==> src/rtl/alu_arbiter_pkg.sv <==
// Shared project definitions for the ALU arbiter: default widths, opcode
// values and FSM state encoding.
// Optional feature macro used by alu_arbiter: ALU_ARB_ROUND_ROBIN_EN.
package alu_arbiter_pkg;

  localparam int PRJ_DATA_WIDTH = 32;
  localparam int PRJ_OPRN_WIDTH = 6;

  localparam int OP_ADD = 1;
  localparam int OP_SUB = 2;
  localparam int OP_MUL = 3;
  localparam int OP_SHR = 4;
  localparam int OP_SHL = 5;
  localparam int OP_AND = 6;
  localparam int OP_OR  = 7;
  localparam int OP_NOR = 8;
  localparam int OP_SLT = 9;

  typedef enum logic [1:0] {
    ST_IDLE = 2'd0,
    ST_EXEC = 2'd1,
    ST_RESP = 2'd2
  } state_t;

endpackage

==> src/rtl/alu.sv <==
// Purely combinational ALU shared by both requesters. Opcodes outside the
// supported set produce zero; flagging them as errors is the arbiter's job.
module alu
  import alu_arbiter_pkg::*;
#(
  parameter int DATA_WIDTH = PRJ_DATA_WIDTH,
  parameter int OPRN_WIDTH = PRJ_OPRN_WIDTH
) (
  output logic [DATA_WIDTH-1:0] result,
  input  logic [DATA_WIDTH-1:0] op1,
  input  logic [DATA_WIDTH-1:0] op2,
  input  logic [OPRN_WIDTH-1:0] oprn
);

  // Opcode decode; shifts use the full op2 value so large amounts give zero.
  always_comb begin
    result = '0;
    case (oprn)
      OPRN_WIDTH'(OP_ADD): result = op1 + op2;
      OPRN_WIDTH'(OP_SUB): result = op1 - op2;
      OPRN_WIDTH'(OP_MUL): result = op1 * op2;
      OPRN_WIDTH'(OP_SHR): result = op1 >> op2;
      OPRN_WIDTH'(OP_SHL): result = op1 << op2;
      OPRN_WIDTH'(OP_AND): result = op1 & op2;
      OPRN_WIDTH'(OP_OR):  result = op1 | op2;
      OPRN_WIDTH'(OP_NOR): result = ~(op1 | op2);
      OPRN_WIDTH'(OP_SLT): result = {{(DATA_WIDTH-1){1'b0}}, (op1 < op2)};
      default:             result = '0;
    endcase
  end

endmodule

==> src/rtl/alu_arbiter.sv <==
// Two-requester front end for a single shared ALU. One operation in flight;
// accept in cycle t gives the response strobe in cycle t+2.
// Conflict policy: fixed priority to requester 0 by default; define
// ALU_ARB_ROUND_ROBIN_EN to alternate on conflicts.
//
// state   | meaning
// --------+-----------------------------------------------------------
// ST_IDLE | waiting for a request; READY driven for the granted side
// ST_EXEC | registered operands feed the ALU; RESULT/ERR captured
// ST_RESP | RSPn_VALID high for the granted requester, one cycle
module alu_arbiter
  import alu_arbiter_pkg::*;
#(
  parameter int DATA_WIDTH = PRJ_DATA_WIDTH,
  parameter int OPRN_WIDTH = PRJ_OPRN_WIDTH
) (
  input  logic                  CLK,
  input  logic                  RST,
  input  logic                  REQ0_VALID,
  input  logic                  REQ1_VALID,
  output logic                  REQ0_READY,
  output logic                  REQ1_READY,
  input  logic [DATA_WIDTH-1:0] REQ0_OP1,
  input  logic [DATA_WIDTH-1:0] REQ0_OP2,
  input  logic [DATA_WIDTH-1:0] REQ1_OP1,
  input  logic [DATA_WIDTH-1:0] REQ1_OP2,
  input  logic [OPRN_WIDTH-1:0] REQ0_OPRN,
  input  logic [OPRN_WIDTH-1:0] REQ1_OPRN,
  output logic                  RSP0_VALID,
  output logic                  RSP1_VALID,
  output logic [DATA_WIDTH-1:0] RESULT,
  output logic                  ERR
);

  state_t                state;
  logic [DATA_WIDTH-1:0] op1_q;
  logic [DATA_WIDTH-1:0] op2_q;
  logic [OPRN_WIDTH-1:0] oprn_q;
  logic                  gnt_q;
  logic                  rsp0_q;
  logic                  rsp1_q;
  logic [DATA_WIDTH-1:0] alu_result;
  logic                  grant_sel;
  logic                  accept;
  logic                  oprn_illegal;

`ifdef ALU_ARB_ROUND_ROBIN_EN
  logic last_q;

  // On a conflict, whoever was not granted last wins.
  always_comb begin
    grant_sel = REQ1_VALID && (!REQ0_VALID || !last_q);
  end

  // Pointer remembers the most recent grant; reset value favours requester 0.
  always_ff @(posedge CLK) begin
    if (RST) begin
      last_q <= 1'b1;
    end else if (accept) begin
      last_q <= grant_sel;
    end
  end
`else
  // Requester 0 has fixed priority.
  always_comb begin
    grant_sel = REQ1_VALID && !REQ0_VALID;
  end
`endif

  assign accept     = (state == ST_IDLE) && !RST && (REQ0_VALID || REQ1_VALID);
  assign REQ0_READY = (state == ST_IDLE) && !RST && REQ0_VALID && !grant_sel;
  assign REQ1_READY = (state == ST_IDLE) && !RST && REQ1_VALID && grant_sel;
  assign RSP0_VALID = rsp0_q && !RST;
  assign RSP1_VALID = rsp1_q && !RST;

  assign oprn_illegal = (oprn_q < OPRN_WIDTH'(OP_ADD)) || (oprn_q > OPRN_WIDTH'(OP_SLT));

  alu #(
    .DATA_WIDTH(DATA_WIDTH),
    .OPRN_WIDTH(OPRN_WIDTH)
  ) u_alu (
    .result(alu_result),
    .op1   (op1_q),
    .op2   (op2_q),
    .oprn  (oprn_q)
  );

  // Control FSM with registered operands, result, error flag and response strobes.
  always_ff @(posedge CLK) begin
    if (RST) begin
      state  <= ST_IDLE;
      op1_q  <= '0;
      op2_q  <= '0;
      oprn_q <= '0;
      gnt_q  <= 1'b0;
      RESULT <= '0;
      ERR    <= 1'b0;
      rsp0_q <= 1'b0;
      rsp1_q <= 1'b0;
    end else begin
      case (state)
        ST_IDLE: begin
          rsp0_q <= 1'b0;
          rsp1_q <= 1'b0;
          if (accept) begin
            op1_q  <= grant_sel ? REQ1_OP1  : REQ0_OP1;
            op2_q  <= grant_sel ? REQ1_OP2  : REQ0_OP2;
            oprn_q <= grant_sel ? REQ1_OPRN : REQ0_OPRN;
            gnt_q  <= grant_sel;
            state  <= ST_EXEC;
          end
        end
        ST_EXEC: begin
          RESULT <= oprn_illegal ? '0 : alu_result;
          ERR    <= oprn_illegal;
          rsp0_q <= !gnt_q;
          rsp1_q <= gnt_q;
          state  <= ST_RESP;
        end
        ST_RESP: begin
          rsp0_q <= 1'b0;
          rsp1_q <= 1'b0;
          state  <= ST_IDLE;
        end
        default: begin
          rsp0_q <= 1'b0;
          rsp1_q <= 1'b0;
          state  <= ST_IDLE;
        end
      endcase
    end
  end

endmodule

==> config.mk <==
export PLATFORM = sky130hd
export DESIGN_NAME = alu_arbiter
export DESIGN_NICKNAME = d
export VERILOG_FILES = /design/src/rtl/alu_arbiter_pkg.sv /design/src/rtl/alu.sv /design/src/rtl/alu_arbiter.sv
export SDC_FILE = /design/constraint.sdc
export NUM_CORES = 2
export LEC_CHECK = 0
export ABC_AREA = 0
export CELL_PAD_IN_SITES_DETAIL_PLACEMENT = 1
export CELL_PAD_IN_SITES_GLOBAL_PLACEMENT = 1
export CORE_MARGIN = 2
export CORE_UTILIZATION = 40
export CTS_CLUSTER_SIZE = 16
export DETAILED_ROUTE_END_ITERATION = 10
export PLACE_DENSITY = 0.8
export SYNTH_ARGS = -nofsm -noshare
export SYNTH_HDL_FRONTEND = slang
export SYNTH_SLANG_ARGS = --single-unit
==> constraint.sdc <==
create_clock -name CLK -period 10.5 [get_ports CLK]
set_clock_uncertainty 0.15 [all_clocks]
set_input_delay 2.1 -clock CLK [delete_from_list [all_inputs] [get_ports CLK]]
set_output_delay 2.1 -clock CLK [all_outputs]
set_load 0.01 [all_outputs]
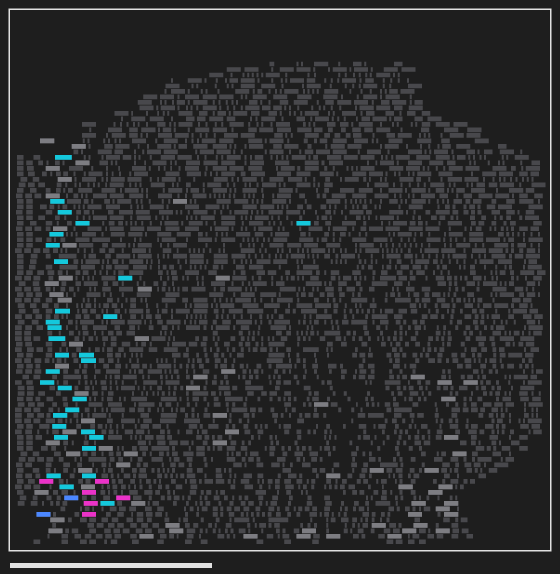
*Sequential cells coloured by netlist name*
Bar = 100 um. Other sequential cells in the stronger grey, the rest of the logic in the fainter grey.
`state` -> blue  # flops 2
`oprn_q` -> magenta  # flops 6, where lower left
`op2_q` -> cyan  # flops 32
Reg area: 0.00217 mm2
sequential share of cell area: 7.06%
Core Util, Final: 44.8%
Seq. pwr: 0.000518 W

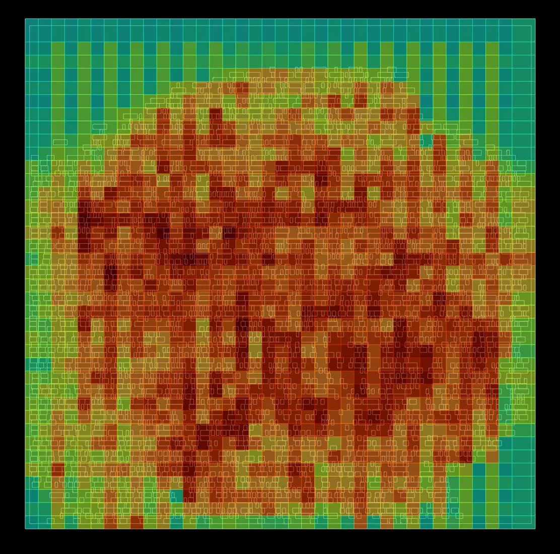
*Routing congestion*
met2 Resource Use GR: 55.2%
M3 GR Usage: 8.50%
WL/cell: 28.6 um
GRT Total Usage: 35.9%
Most Used Layer, Global Route: met2

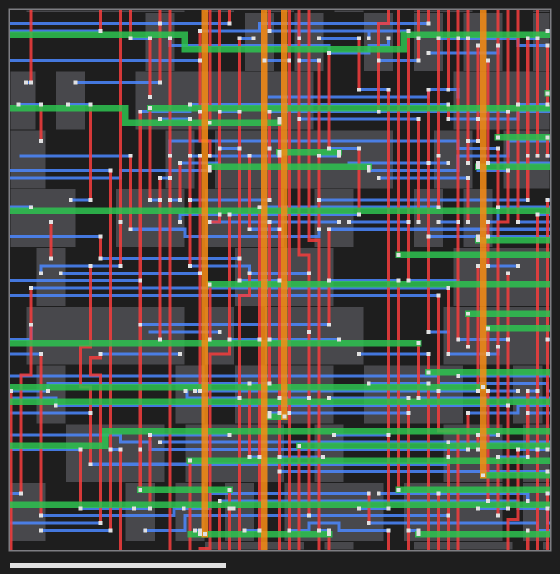
*Zoomed window*
Bar = 10 um. Window x 54 to 79, y 54 to 79 um. Cells in grey, sequential cells in the stronger grey; small squares are vias.
met2 -> red
met3 -> green
met4 -> orange
met1 -> blue
cells with their middle in the window = 42
sequential cells in the window = 0
most frequent = inv_1 (9), ha_1 (8), nor2_1 (6)

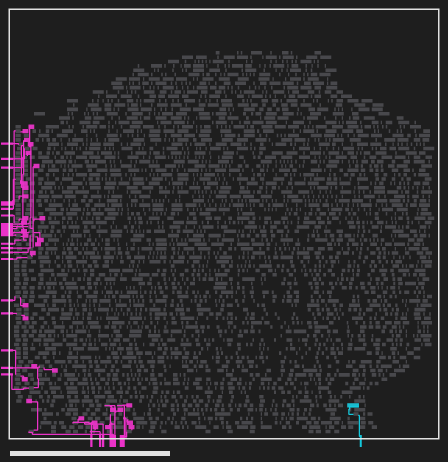
*Wires at chosen ports, followed through buffers*
Bar = 100 um.
`ERR` -> cyan  # direction output, end cells 1, buffers 1, wire 28.6 um
`REQ1_OP1` -> magenta  # direction input, end cells 32, buffers 32, wire 854 um
port buffer count: 180
io pins: 181

==> GITHUB_STEP_SUMMARY <==
## Implementation flow summary

| Metric | Value |
|---|---|
| Clock Latency Late Sink | `0.41 ns` |
| RePlAce Congestion | `1.03` |
| Most used cell, CP | `fa_1` |
| DRT Wirelength | `126 mm` |
| Status | `finished, final reports clean` |
| Worst r2r src | `op2_q[7]` |
| Leading power group | `combinational cells` |
| Remaining Overflow, GRT | `0` |
| Pin count of the biggest net entering global routing | `79` |
| Crit path buf inv count | `5` |
| Max incr delay on CP | `0.66 ns` |
| WL met1 | `47.4 mm` |
| CP max FO | `22` |
| Min Hold Slack | `0.328 ns` |
| Combinational Gates | `2619` |
| Unrepaired setup endpoints after global routing | `false` |
| Die area | `0.0715 mm2` |
| Yosys stat area | `0.0278 mm2` |
| Adder Share, Synth | `39.4%` |
| PwrDens | `roughly 110 mW/mm2` |
| Final WS setup | `approximately 1.9 ns` |
| Leading cell kind | `logic gates` |
| Non-clk invs | `478` |
| Detail Route Antenna Nets | `0` |
| Nets | `4255` |
| Placed cell areas | `0.0304 mm2` |
| XOR/XNOR Fraction of Synth Area | `~2.7%` |
| Clk sinks | `around 110` |
| Uppermost layer routed | `met4` |
| Simple Share, Synth | `roughly 16%` |
| Syn_nets | `4229` |
| Fin. max-slew vios | `0` |
| Post-synthesis cell area | `0.0278 mm2` |
| First-pass GRT wire length | `189 mm` |
| Critical-path top delay cell | `dfxtp_1` |
| WL met3 | `13.3 mm` |
| M1 GR Usage | `about 44%` |
| CTS tree | `done` |
| Detailed Place HPWL | `slightly below 100 mm` |
| Highest Clock Rate | `117 MHz` |
| Most instantiated logic cells after routing | `nor2_1, inv_1, fa_1` |
| Slew headroom | `between 20% and 30%` |
| Post-CTS Setup Bufs | `0` |
| Comb area leader | `adder cells` |
| Number of global-route vias before repair | `approximately 29000` |
Power and IR drop assume default switching activity.
